### Supply network

Scale bar: 100 um. Pins as bars on the die edge. Tap cells in gray.
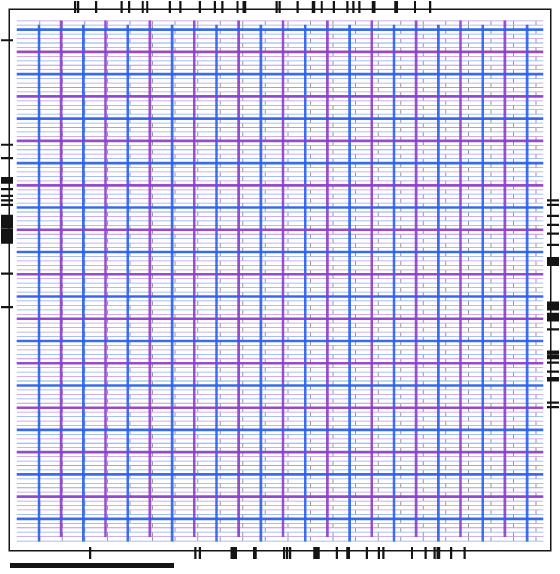
### Cell classes on the final placement

Scale bar: 100 um.
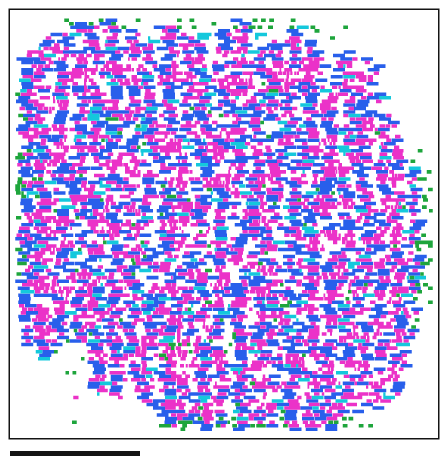
### Routed clock nets over the placement

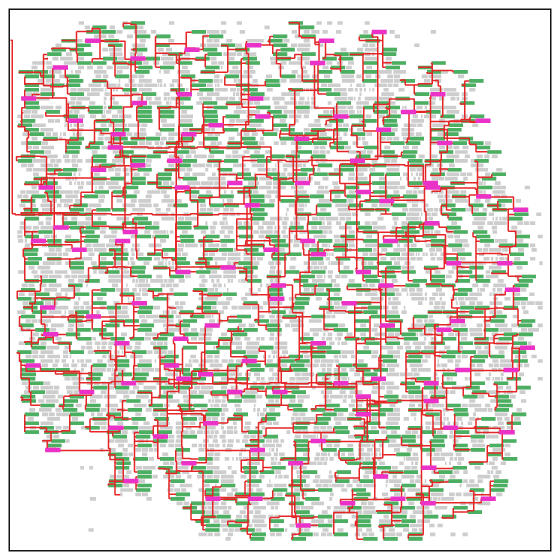
### Wiring by layer

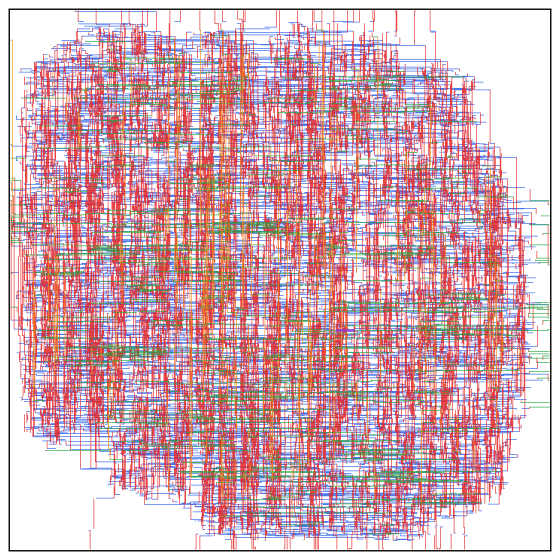
### Routing congestion map

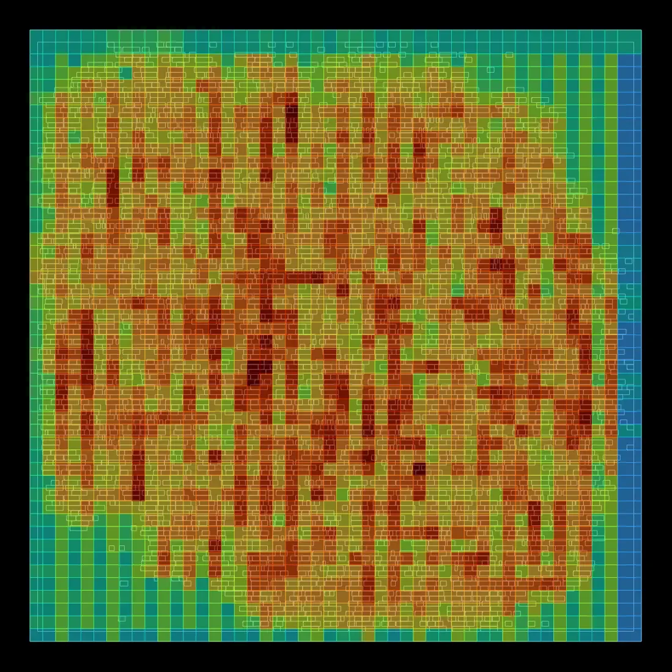
<file path="config.mk">
export PLATFORM = sky130hd
export DESIGN_NAME = register_file
export DESIGN_NICKNAME = d
export VERILOG_FILES = /design/src/rtl/npc_pkg.sv /design/src/rtl/regfile_wdec.sv /design/src/rtl/register_file.sv
export SDC_FILE = /design/constraint.sdc
export NUM_CORES = 2
export LEC_CHECK = 0
export ABC_AREA = 0
export CORE_MARGIN = 4
export CORE_UTILIZATION = 51
export DETAILED_ROUTE_END_ITERATION = 10
export PLACE_DENSITY = 0.67
export SLEW_MARGIN = 20
export SYNTH_ARGS = -nofsm -noshare
export SYNTH_HDL_FRONTEND = slang
export SYNTH_HIERARCHICAL = 1
export SYNTH_SLANG_ARGS = --single-unit
</file>
<file path="constraint.sdc">
create_clock -name clk -period 71.4 [get_ports clk]
set_input_delay 7.14 -clock clk [delete_from_list [all_inputs] [get_ports clk]]
set_output_delay 7.14 -clock clk [all_outputs]
set_load 0.02 [all_outputs]
</file>
<file path="src/rtl/npc_pkg.sv">
// Shared types and sizes for the npc core.
// Integer register file geometry lives here.
package npc_pkg;

    localparam int XLEN     = 32;
    localparam int REG_AW   = 5;
    localparam int NUM_REGS = 32;

    typedef logic [XLEN-1:0]   word_t;
    typedef logic [REG_AW-1:0] regidx_t;

    // True when an index names the hardwired zero register.
    function automatic logic is_x0(input regidx_t idx);
        return (idx == '0);
    endfunction

endpackage

</file>
<file path="src/rtl/regfile_wdec.sv">
// One-hot write-select decoder for the register file.
// Gated by wen; bit 0 is never selected so x0 stays zero.
module regfile_wdec
    import npc_pkg::*;
#(
    parameter int ADDR_WIDTH = REG_AW
) (
    input  logic                     wen,
    input  logic [ADDR_WIDTH-1:0]    waddr,
    output logic [2**ADDR_WIDTH-1:0] wsel
);

    // Select exactly one destination when enabled, never x0.
    always_comb begin
        wsel = '0;
        if (wen) begin
            wsel[waddr] = 1'b1;
        end
        wsel[0] = 1'b0;
    end

endmodule

</file>
<file path="src/rtl/register_file.sv">
// RV32I integer register file: two async reads, one sync write.
// Define REGFILE_WRITE_BYPASS_EN to forward wdata to matching reads.
module register_file
    import npc_pkg::*;
#(
    parameter int ADDR_WIDTH = REG_AW,
    parameter int DATA_WIDTH = XLEN
) (
    input  logic                  clk,
    input  logic                  reset,
    input  logic                  wen,
    input  logic [ADDR_WIDTH-1:0] waddr,
    input  logic [DATA_WIDTH-1:0] wdata,
    input  logic [ADDR_WIDTH-1:0] raddr1,
    output logic [DATA_WIDTH-1:0] rdata1,
    input  logic [ADDR_WIDTH-1:0] raddr2,
    output logic [DATA_WIDTH-1:0] rdata2
);

    localparam int DEPTH = 2**ADDR_WIDTH;

    logic [DEPTH-1:0]      wsel;
    logic [DATA_WIDTH-1:0] regs [DEPTH-1:1];
    logic                  unused_wsel0;

    regfile_wdec #(
        .ADDR_WIDTH(ADDR_WIDTH)
    ) u_wdec (
        .wen  (wen),
        .waddr(waddr),
        .wsel (wsel)
    );

    // x0 has no storage, so its select line goes nowhere.
    assign unused_wsel0 = wsel[0];

    // Storage for x1..xN; async clear, per-register enable.
    always_ff @(posedge clk or posedge reset) begin
        if (reset) begin
            for (int i = 1; i < DEPTH; i++) begin
                regs[i] <= '0;
            end
        end else begin
            for (int i = 1; i < DEPTH; i++) begin
                if (wsel[i]) begin
                    regs[i] <= wdata;
                end
            end
        end
    end

    // Read port 1: zero for x0, optional same-cycle forwarding.
    always_comb begin
        rdata1 = '0;
        if (raddr1 != '0) begin
            rdata1 = regs[raddr1];
`ifdef REGFILE_WRITE_BYPASS_EN
            if (wen && (raddr1 == waddr)) begin
                rdata1 = wdata;
            end
`endif
        end
    end

    // Read port 2: zero for x0, optional same-cycle forwarding.
    always_comb begin
        rdata2 = '0;
        if (raddr2 != '0) begin
            rdata2 = regs[raddr2];
`ifdef REGFILE_WRITE_BYPASS_EN
            if (wen && (raddr2 == waddr)) begin
                rdata2 = wdata;
            end
`endif
        end
    end

endmodule

</file>
==> flow_summary.ini <==
; synthesis and place-and-route metrics
[routing]
num_vias = 34300
wl_met3_um = 13600
wire_per_inst_um = 33.8
postRouteAntennaNets = 0
via_per_inst = 6.96
drt-met1-wl_um = 67800

[clocking]
post_cts_buffers = 0
root_buffer = clkbuf_16
cts_hold_buf = 0
cts_tree = built

[final_timing]
finalClockSkew_ps = 0
final.setup.tns_ps = 0
period_needed_ps = 18930
rsz0062_at_grt = false

[critical_path]
r2r_slack_ps = 70590
path_delay_family = buffers and inverters
end_kind = output pin
path_cells = buf_8, buf_4, buf_4, mux4_2, mux2i_1, nor2_1, a21oi_1, o221ai_1, clkdlybuf4s50_1
timing.critical_path.slowest_cell_delay_ps = 1030
path_max_fanout = 115
crit_slowest_cell = buf_4
cp.depth = 9
r2r_start = regs[839]$_DFFE_PP0P_
worstSetupEndpoint = rdata2[13]
r2r-end = regs[839]$_DFFE_PP0P_
cp_num_buf_inv = 4

[final_layout]
area_delta_synth_final_pct = 10.9
num-fill-cells = 7972
top_regs = regs: 992 flops
nNetsFinal = 3517
fin_util_pct = 57.3
drive_above_1_share_pct = 50.2
layout_top_cell = mux2_2

[power_and_ir_drop]
p_leak_nw = 24.8
pwr-share-seq_pct = 44.7
pwr-share-comb_pct = 21.4

[place]
gp_congestion = 0.829
dp_hpwl_um = 92700
post-place-ws_ps = 52580

[run]
cap_violations = 0
tool_warnings = 41

[die]
fp_util_pct = 51.7
die_area_mm2 = 0.109

[global_routing]
grt_pass1_wl_um = 247000
grt_pass1_vias = 36200
grt_overflow = 0
grt_start_max_net_pins = 177

[worst_hold_path]
hp-class = reg2reg
whs_endpoint = regs[880]$_DFFE_PP0P_
hold_path_depth = 1

[outcome]
status = finished clean

[logic_synthesis]
synth.net_count = 3632
Back to the opening pictures, 'Supply network':
legend:
  VSS:
    color: blue
  VDD:
    color: purple
rows: 117
signal pins: 114
met1 rails: 118

Back to the opening pictures, 'Cell classes on the final placement':
legend:
  combinational and other logic:
    color: magenta
    cells: 2175
  sequential cells:
    color: blue
    cells: 992
  remaining buffers and delay cells:
    color: green
    cells: 189
  clock drivers and dummy loads:
    color: cyan
    cells: 199

Back to the opening pictures, 'Routed clock nets over the placement':
legend:
  clock drivers:
    color: magenta
    count: 109
  clock wires:
    color: red
    length: 12700 um
  flip-flops:
    color: green
    count: 992
flops lie: widely spread
routed clock nets: 110

Back to the opening pictures, 'Wiring by layer':
legend:
  metal 5:
    color: purple
    wire_length: 10.1 um
  metal 3:
    color: green
    wire_length: 13600 um
  metal 1:
    color: blue
    wire_length: 67.8 mm
  metal 4:
    color: orange
    wire_length: 7260 um
  metal 2:
    color: red
    wire_length: 78.0 mm

Back to the opening pictures, 'Routing congestion map':
busiest grt layer: met2
met2 Track Usage GR: 48.6%

## through the flow
stage / instance area (um^2) / hold WS, ps
6_report: 58700 / 523
5_1_grt: 58700 / 533
4_1_cts: 58700 / 524
3_5_place_dp: 55000 / 511
3_3_place_gp: 55000 / 501
2_1_floorplan: 53000 / 492
## power by group through the flow
stage	logic, mW	registers, mW	clock network (mW)
finish	0.362	0.757	0.573
global route	0.387	0.769	0.605
CTS	0.363	0.753	0.581
detailed placement	0.361	0.763	0
global placement	0.350	0.750	0
floorplan	0.280	0.735	0
## cell type report
class	count	share of cell area, %
diodes	3	0.0128
inverters	1	0.0192
clock inverters	35	0.682
clock buffers	164	5.54
well taps	1368	2.91
multi-input cells	2174	45.5
repair buffers	189	3.05
flip-flops and latches	992	42.3
Power figures rest on the tool's default switching activity, not on a simulated workload.
